run_1/placement_by_type.png
Scale: 1 px per µm.
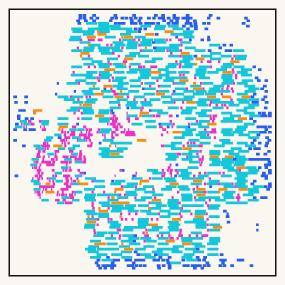
run_1/clocks.png
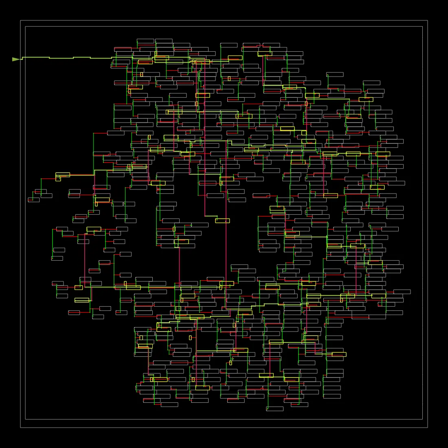
run_1/io_placement.png
Scale: 1.5 px per µm. Pins as bars across the die edge, other pins in gray.
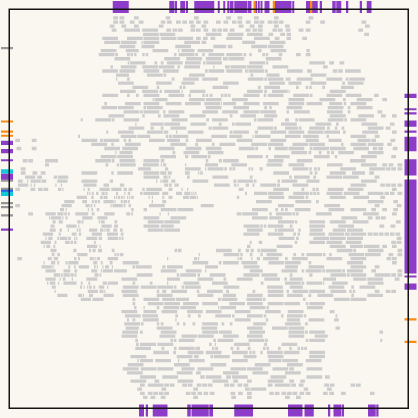
[src/rtl/prog_loader_pkg.sv]
// Shared types and defaults for the program loader and the execution core it feeds.
// The checksum state is only reachable when PROG_LOADER_CHECKSUM_EN is defined.
package prog_loader_pkg;

  localparam int unsigned MAX_WORDS_DEF = 15;
  localparam logic [7:0]  SYNC_BYTE_DEF = 8'hA5;

  typedef logic [15:0] word_t;

  typedef enum logic [2:0] {
    ST_IDLE,
    ST_LEN,
    ST_HI,
    ST_LO,
    ST_CSUM,
    ST_COMMIT,
    ST_ABORT
  } state_e;

  function automatic logic len_ok(input logic [7:0] len, input int unsigned max_words);
    return (len != 8'd0) && (32'(len) <= max_words);
  endfunction

endpackage

[src/rtl/prog_loader_timeout.sv]
// Inter-byte idle timer: down-counter reloaded on clear or while disabled, with a
// registered expire flag that is high in the cycle TIMEOUT_CYCLES-1 cycles after the last clear.
module loader_timeout #(
  parameter int unsigned CYCLES = 50_000_000
) (
  input  logic clk_i,
  input  logic rst_i,
  input  logic clr_i,
  input  logic en_i,
  output logic expire_o
);
  localparam int unsigned W = (CYCLES > 2) ? $clog2(CYCLES) : 1;

  logic [W-1:0] cnt_q;
  logic         expire_q;

  always_ff @(posedge clk_i) begin
    if (rst_i || clr_i || !en_i) begin
      cnt_q    <= W'(CYCLES - 1);
      expire_q <= 1'b0;
    end else begin
      if (cnt_q != '0) cnt_q <= cnt_q - W'(1);
      expire_q <= (cnt_q == W'(1));
    end
  end

  assign expire_o = expire_q;

endmodule

[src/rtl/prog_loader.sv]
// Framed byte-stream program loader: assembles words into a shadow buffer and commits
// them atomically to the core's program store. Define PROG_LOADER_CHECKSUM_EN for a trailing XOR byte.
//
//   state  | meaning
//   IDLE   | discard bytes until SYNC_BYTE
//   LEN    | expect word count 1..MAX_WORDS
//   HI     | expect high byte of next word
//   LO     | expect low byte, write shadow word
//   CSUM   | expect XOR of LEN and all data bytes
//   COMMIT | copy shadow to active store, rx_ready low
//   ABORT  | flag error, active store untouched, rx_ready low
module prog_loader
  import prog_loader_pkg::*;
#(
  parameter int unsigned MAX_WORDS      = MAX_WORDS_DEF,
  parameter logic [7:0]  SYNC_BYTE      = SYNC_BYTE_DEF,
  parameter int unsigned TIMEOUT_CYCLES = 50_000_000,
  parameter int unsigned INIT_LEN       = 3
) (
  input  logic       clk_i,
  input  logic       rst_i,
  input  logic [7:0] rx_data_i,
  input  logic       rx_valid_i,
  output logic       rx_ready_o,
  output word_t      prog_o [MAX_WORDS],
  output logic [3:0] prog_len_o,
  output logic       core_hold_o,
  output logic       load_done_o,
  output logic       load_err_o
);

  state_e     state_q, state_d;
  logic [3:0] count_q, count_d;
  logic [3:0] idx_q, idx_d;
  logic [7:0] hi_q, hi_d;
  word_t      shadow_q [MAX_WORDS];
  word_t      prog_q [MAX_WORDS];
  logic [3:0] prog_len_q;
  logic       hold_q, done_q, err_q;
  logic       accept, last_word, tmo_en, tmo_expire, shadow_we;

`ifdef PROG_LOADER_CHECKSUM_EN
  logic [7:0] csum_q, csum_d;
`endif

  assign accept    = rx_valid_i && rx_ready_o;
  assign last_word = (idx_q == count_q - 4'd1);

  always_ff @(posedge clk_i) begin
    if (rst_i) state_q <= ST_IDLE;
    else       state_q <= state_d;
  end

  always_comb begin
    state_d = state_q;
    case (state_q)
      ST_IDLE: if (accept && rx_data_i == SYNC_BYTE) state_d = ST_LEN;
      ST_LEN:  if (accept) state_d = len_ok(rx_data_i, MAX_WORDS) ? ST_HI : ST_ABORT;
      ST_HI:   if (accept) state_d = ST_LO;
      ST_LO: begin
        if (accept) begin
`ifdef PROG_LOADER_CHECKSUM_EN
          state_d = last_word ? ST_CSUM : ST_HI;
`else
          state_d = last_word ? ST_COMMIT : ST_HI;
`endif
        end
      end
`ifdef PROG_LOADER_CHECKSUM_EN
      ST_CSUM: if (accept) state_d = (rx_data_i == csum_q) ? ST_COMMIT : ST_ABORT;
`endif
      ST_COMMIT, ST_ABORT: state_d = ST_IDLE;
      default: state_d = ST_IDLE;
    endcase
    // a byte accepted in the expiry cycle wins over the timeout
    if (tmo_en && tmo_expire && !accept) state_d = ST_ABORT;
  end

  always_comb begin
    rx_ready_o = 1'b1;
    tmo_en     = 1'b0;
    case (state_q)
      ST_LEN, ST_HI, ST_LO, ST_CSUM: tmo_en     = 1'b1;
      ST_COMMIT, ST_ABORT:           rx_ready_o = 1'b0;
      default: ;
    endcase
  end

  always_comb begin
    count_d   = count_q;
    idx_d     = idx_q;
    hi_d      = hi_q;
    shadow_we = 1'b0;
    if (accept) begin
      case (state_q)
        ST_LEN: begin
          count_d = rx_data_i[3:0];
          idx_d   = 4'd0;
        end
        ST_HI: hi_d = rx_data_i;
        ST_LO: begin
          shadow_we = 1'b1;
          idx_d     = idx_q + 4'd1;
        end
        default: ;
      endcase
    end
  end

`ifdef PROG_LOADER_CHECKSUM_EN
  always_comb begin
    csum_d = csum_q;
    if (accept) begin
      case (state_q)
        ST_LEN:       csum_d = rx_data_i;
        ST_HI, ST_LO: csum_d = csum_q ^ rx_data_i;
        default: ;
      endcase
    end
  end

  always_ff @(posedge clk_i) csum_q <= csum_d;
`endif

  always_ff @(posedge clk_i) begin
    count_q <= count_d;
    idx_q   <= idx_d;
    hi_q    <= hi_d;
    if (shadow_we) shadow_q[idx_q] <= {hi_q, rx_data_i};
  end

  // Active store has no reset so the core keeps its preloaded program across rst.
  always_ff @(posedge clk_i) begin
    if (!rst_i && state_q == ST_COMMIT) begin
      for (int unsigned i = 0; i < MAX_WORDS; i++)
        prog_q[i] <= (i < 32'(count_q)) ? shadow_q[i] : '0;
    end
  end

  always_ff @(posedge clk_i) begin
    if (rst_i) begin
      prog_len_q <= 4'(INIT_LEN);
      hold_q     <= 1'b0;
      done_q     <= 1'b0;
      err_q      <= 1'b0;
    end else begin
      hold_q <= (state_d != ST_IDLE);
      done_q <= (state_q == ST_COMMIT);
      if (state_q == ST_COMMIT) begin
        prog_len_q <= count_q;
        err_q      <= 1'b0;
      end else if (state_q == ST_ABORT) begin
        err_q <= 1'b1;
      end
    end
  end

  loader_timeout #(.CYCLES(TIMEOUT_CYCLES)) u_timeout (
    .clk_i    (clk_i),
    .rst_i    (rst_i),
    .clr_i    (accept),
    .en_i     (tmo_en),
    .expire_o (tmo_expire)
  );

  assign prog_o      = prog_q;
  assign prog_len_o  = prog_len_q;
  assign core_hold_o = hold_q;
  assign load_done_o = done_q;
  assign load_err_o  = err_q;

endmodule

[config.mk]
export PLATFORM = sky130hd
export DESIGN_NAME = prog_loader
export DESIGN_NICKNAME = d
export VERILOG_FILES = /design/src/rtl/prog_loader_pkg.sv /design/src/rtl/prog_loader_timeout.sv /design/src/rtl/prog_loader.sv
export SDC_FILE = /design/constraint.sdc
export NUM_CORES = 1
export LEC_CHECK = 0
export CORE_MARGIN = 3
export CORE_UTILIZATION = 28
export CTS_CLUSTER_SIZE = 10
export DETAILED_ROUTE_END_ITERATION = 7
export PLACE_DENSITY = 0.47
export SYNTH_ARGS = -nofsm -noshare
export SYNTH_HDL_FRONTEND = slang
export SYNTH_SLANG_ARGS = --single-unit
[constraint.sdc]
create_clock -name clk_i -period 16.67 [get_ports clk_i]
set_input_delay 5.001 -clock clk_i [delete_from_list [all_inputs] [get_ports clk_i]]
set_output_delay 5.001 -clock clk_i [all_outputs]
set_load 0.02 [all_outputs]
==> CHANGELOG.md, run 1 <==
### Metrics

* Fin. Hold Viols at 0
* Non-CTS buffers at 282
* Minimum clock period after layout at approximately 7.5 ns
* Layout clock area frac at 6.89%
* Cycle use final at 44.8%
* Kind of end point of the critical path: register
* Worst VDD drop at around 0.073 mV
* Status: completed
* Register bit count reported by yosys at 533
* Antenna viol nets, final at 0
* Max-cap violations at 0
* Cell internal pwr at 2110 µW
* Most frequent logic cell in the layout: edfxtp_1
* Pre-placement core utilization at 28.4%
* H-tree levels at 2
* First-pass GRT wire length at 70.0 mm
* Post-Route WL at 48.9 mm
* Worst r2r dst: prog_o[239]
* CTS sink cnt at 533
* Comb pwr share at less than 1%
* R2r setup slk at 13.48 ns
* Layout cell share with drive strength beyond 1 at 8.54%
* Total tool warning count at 32
* Met1 Wirelength at 21.0 mm
* Crit path DAT at 7.67 ns
* Filler instances at 6211
* Global route overflow at 0
* Hold_ws at ~0.51 ns
* Comb power at between 10 and 15 µW
* Crit path DRT at approximately 17 ns
* Cell Count, Final, Fillers Out at 2248
* Clock network power at 1150 µW
Notes on placement_by_type.png above:
[other buffers and delay cells] blue | cells: 282
[flops] cyan | cells: 533
[combinational and other logic] magenta | cells: 476
[clock drivers and dummy loads] orange | cells: 91
Post-Route Utilization: 36.6%
Layout Cell Area excl Fill: 24200 µm²
Seq/total area: 64.7%
core region area: 66100 µm²

Notes on clocks.png above:
clkbuf count: 86
clk_skew: 0.0190 ns

Notes on io_placement.png above:
[`prog_o`] purple | pins: 240 | direction: output | edge: 86 top, 73 right, 72 bottom, 9 left
[`core_hold_o`] blue | pins: 1 | direction: output | edge: left
[`rx_data_i`] orange | pins: 8 | direction: input | edge: 3 left, 3 top, 2 right
[`prog_len_o`] cyan | pins: 4 | direction: output | edge: left
Die Span Y: 265 µm
Die W: 265 µm
IO Port Bufs: 258

## run 1: registers in the layout, summed over array words and instances, names as in the netlist
register and cells:
prog_o 240, shadow_q 240, u_timeout.cnt_q 26, hi_q 8, count_q 4, idx_q 4
prog_len_o 4, state_q 3, core_hold_o 1, load_done_o 1, load_err_o 1, u_timeout.expire_o 1
## run 1: worst max path at each step
stage	end	startpoint	slack (ns)
2_1_floorplan	prog_o[0]	rst_i	0.65
3_3_place_gp	shadow_q[12][10]	rx_valid_i	8.64
3_5_place_dp	shadow_q[12][10]	rx_valid_i	8.57
4_1_cts	shadow_q[12][12]	rx_valid_i	9.22
5_1_grt	shadow_q[12][13]	rx_valid_i	8.97
6_report	shadow_q[12][12]	rx_valid_i	9.21
run_1/cell_density.png
Scale: 1.5 px per µm. The die is cut into 27 by 27 equal tiles; black is low, pale yellow is high, 0 to 100% covered.
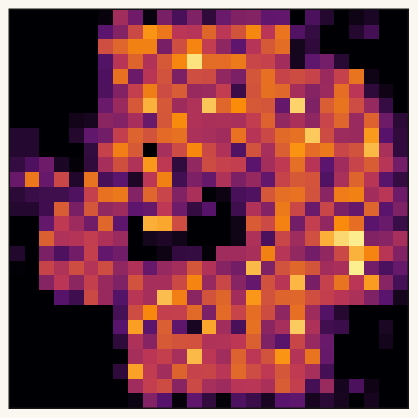

--- run 2 (diff from run 1) ---
- clock period: 16.67 -> 6.4 ns (I/O delays scaled with it)
run_2/cell_density.png
Scale: 1.5 px per µm. The die is cut into 27 by 27 equal tiles; black is low, pale yellow is high, 0 to 100% covered.
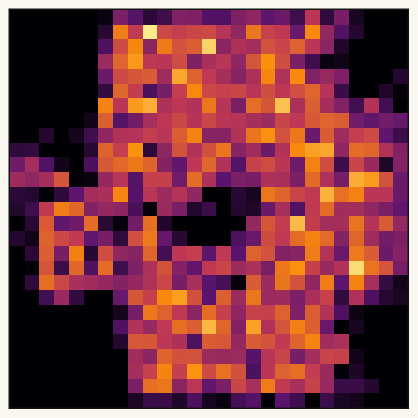
mean over tiles: 33%
tiles over 75% full: 3.0%
nearly empty tiles: 24%
Post-Route Utilization: 36.6%
pre-placement core utilization: 28.4%

run_2/clocks.png
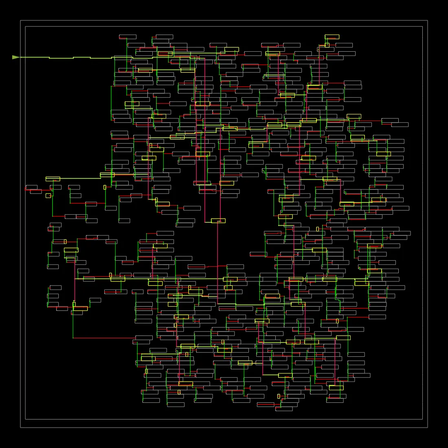
FF+latch count: 533
Worst-Skew Late Latency: 0.60 ns

==> run 2 against run 1 <==
Effect of this change: sequential share of layout area fell by 0.11 points; critical path depth did not move; power rose to 2.6 times the previous value; synthesized cell count did not move; cell count fell by 0.31%; critical endpoint is now shadow_q[0][15]; largest cell class unchanged; highest routed layer unchanged.
==> CHANGELOG.md, run 2 <==
### Metrics

* Clkbuf count at between 70 and 80
* Global route overflow at 0
* Ys async rst share at 0%
* GR Util met3 at ~2.8%
* Minimum clock period after layout at 4.28 ns
* Layout cell share with drive strength beyond 1 at 8.58%
* Fin. Hold Viols at 0
* Most frequent logic cell in the layout: edfxtp_1
* Filler instances at 6202
* Status: completed
* Die W at around 270 µm
* Register bit count reported by yosys at roughly 530
* Cycle use final at ~67%
* Layout clock area frac at 6.83%
* Comb power at approximately 36 µW
* H-tree levels at 2
* Crit path DRT at between 6 and 7 ns
* Core region area at 66100 µm²
* R2r setup slk at roughly 3.4 ns
* Register area at 15600 µm²
* Cell Count, Final, Fillers Out at 2241
* Post-Route WL at ~48 mm
* Crit path capture: shadow_q[0][15]
* Clk_skew at 0.0224 ns
* Hold_ws at 0.498 ns
* Worst VDD drop at between 0.2 and 0.25 mV
* Met1 Wirelength at 20.5 mm
* Non-CTS buffers at roughly 290
* Slew Limit Fails at 0
* Worst Setup SP: rx_valid_i
* Layout Cell Area excl Fill at 24200 µm²
* IO Port Bufs at 258
* Max stage delay on crit path at 0.95 ns
* First-pass GRT wire length at 68.3 mm
* Max-cap violations at 0
* Crit path DAT at 4.48 ns
* Kind of end point of the critical path: register
* CTS sink cnt at 533
* Worst r2r dst: shadow_q[0][15]
* Antenna viol nets, final at 0
* Comb pwr share at 0.5%
* Placed insts at approximately 2200
* Clock network power at 2990 µW
* Yosys stat area at ~19000 µm²
* Cell internal pwr at around 5500 µW
run_2/wires.png
Scale: 1 px per µm.
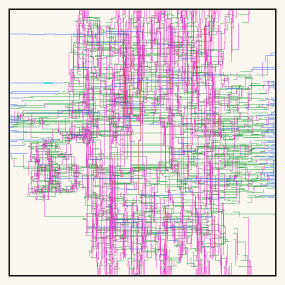
[metal 1] green | wire length: 20.5 mm
[metal 5] cyan | wire length: 7.40 µm
[metal 4] red | wire length: 813 µm
[metal 2] magenta | wire length: 24.2 mm
[metal 3] blue | wire length: 2380 µm
gr usage total: 13.3%
Via Count: 9623

==> run 2: cell families (layout without fill, tap and decap cells) <==
| logic type | Yosys count | after routing | share of synthesized area (%) |
|---|---|---|---|
| flip-flops | 533 | 533 | 83.2 |
| AND/OR/NAND/NOR | 382 | 382 | 12.3 |
| buffers and inverters | 47 | 377 | 0.939 |
| AND-OR/OR-AND | 46 | 46 | 1.58 |
| XOR/XNOR | 24 | 24 | 1.12 |
| adder cells (fa/ha/maj) | 9 | 9 | 0.599 |
| multiplexers | 4 | 4 | 0.220 |
| other | 0 | 2 | 0 |
==> run 2: worst register-to-register path, delay by kind of cell, from the launching register on <==
kind,cells,cell delay (ns)
DFF,1,0.57
and+or+nand+nor,4,2.00
Power is estimated from default activity; no workload was simulated.
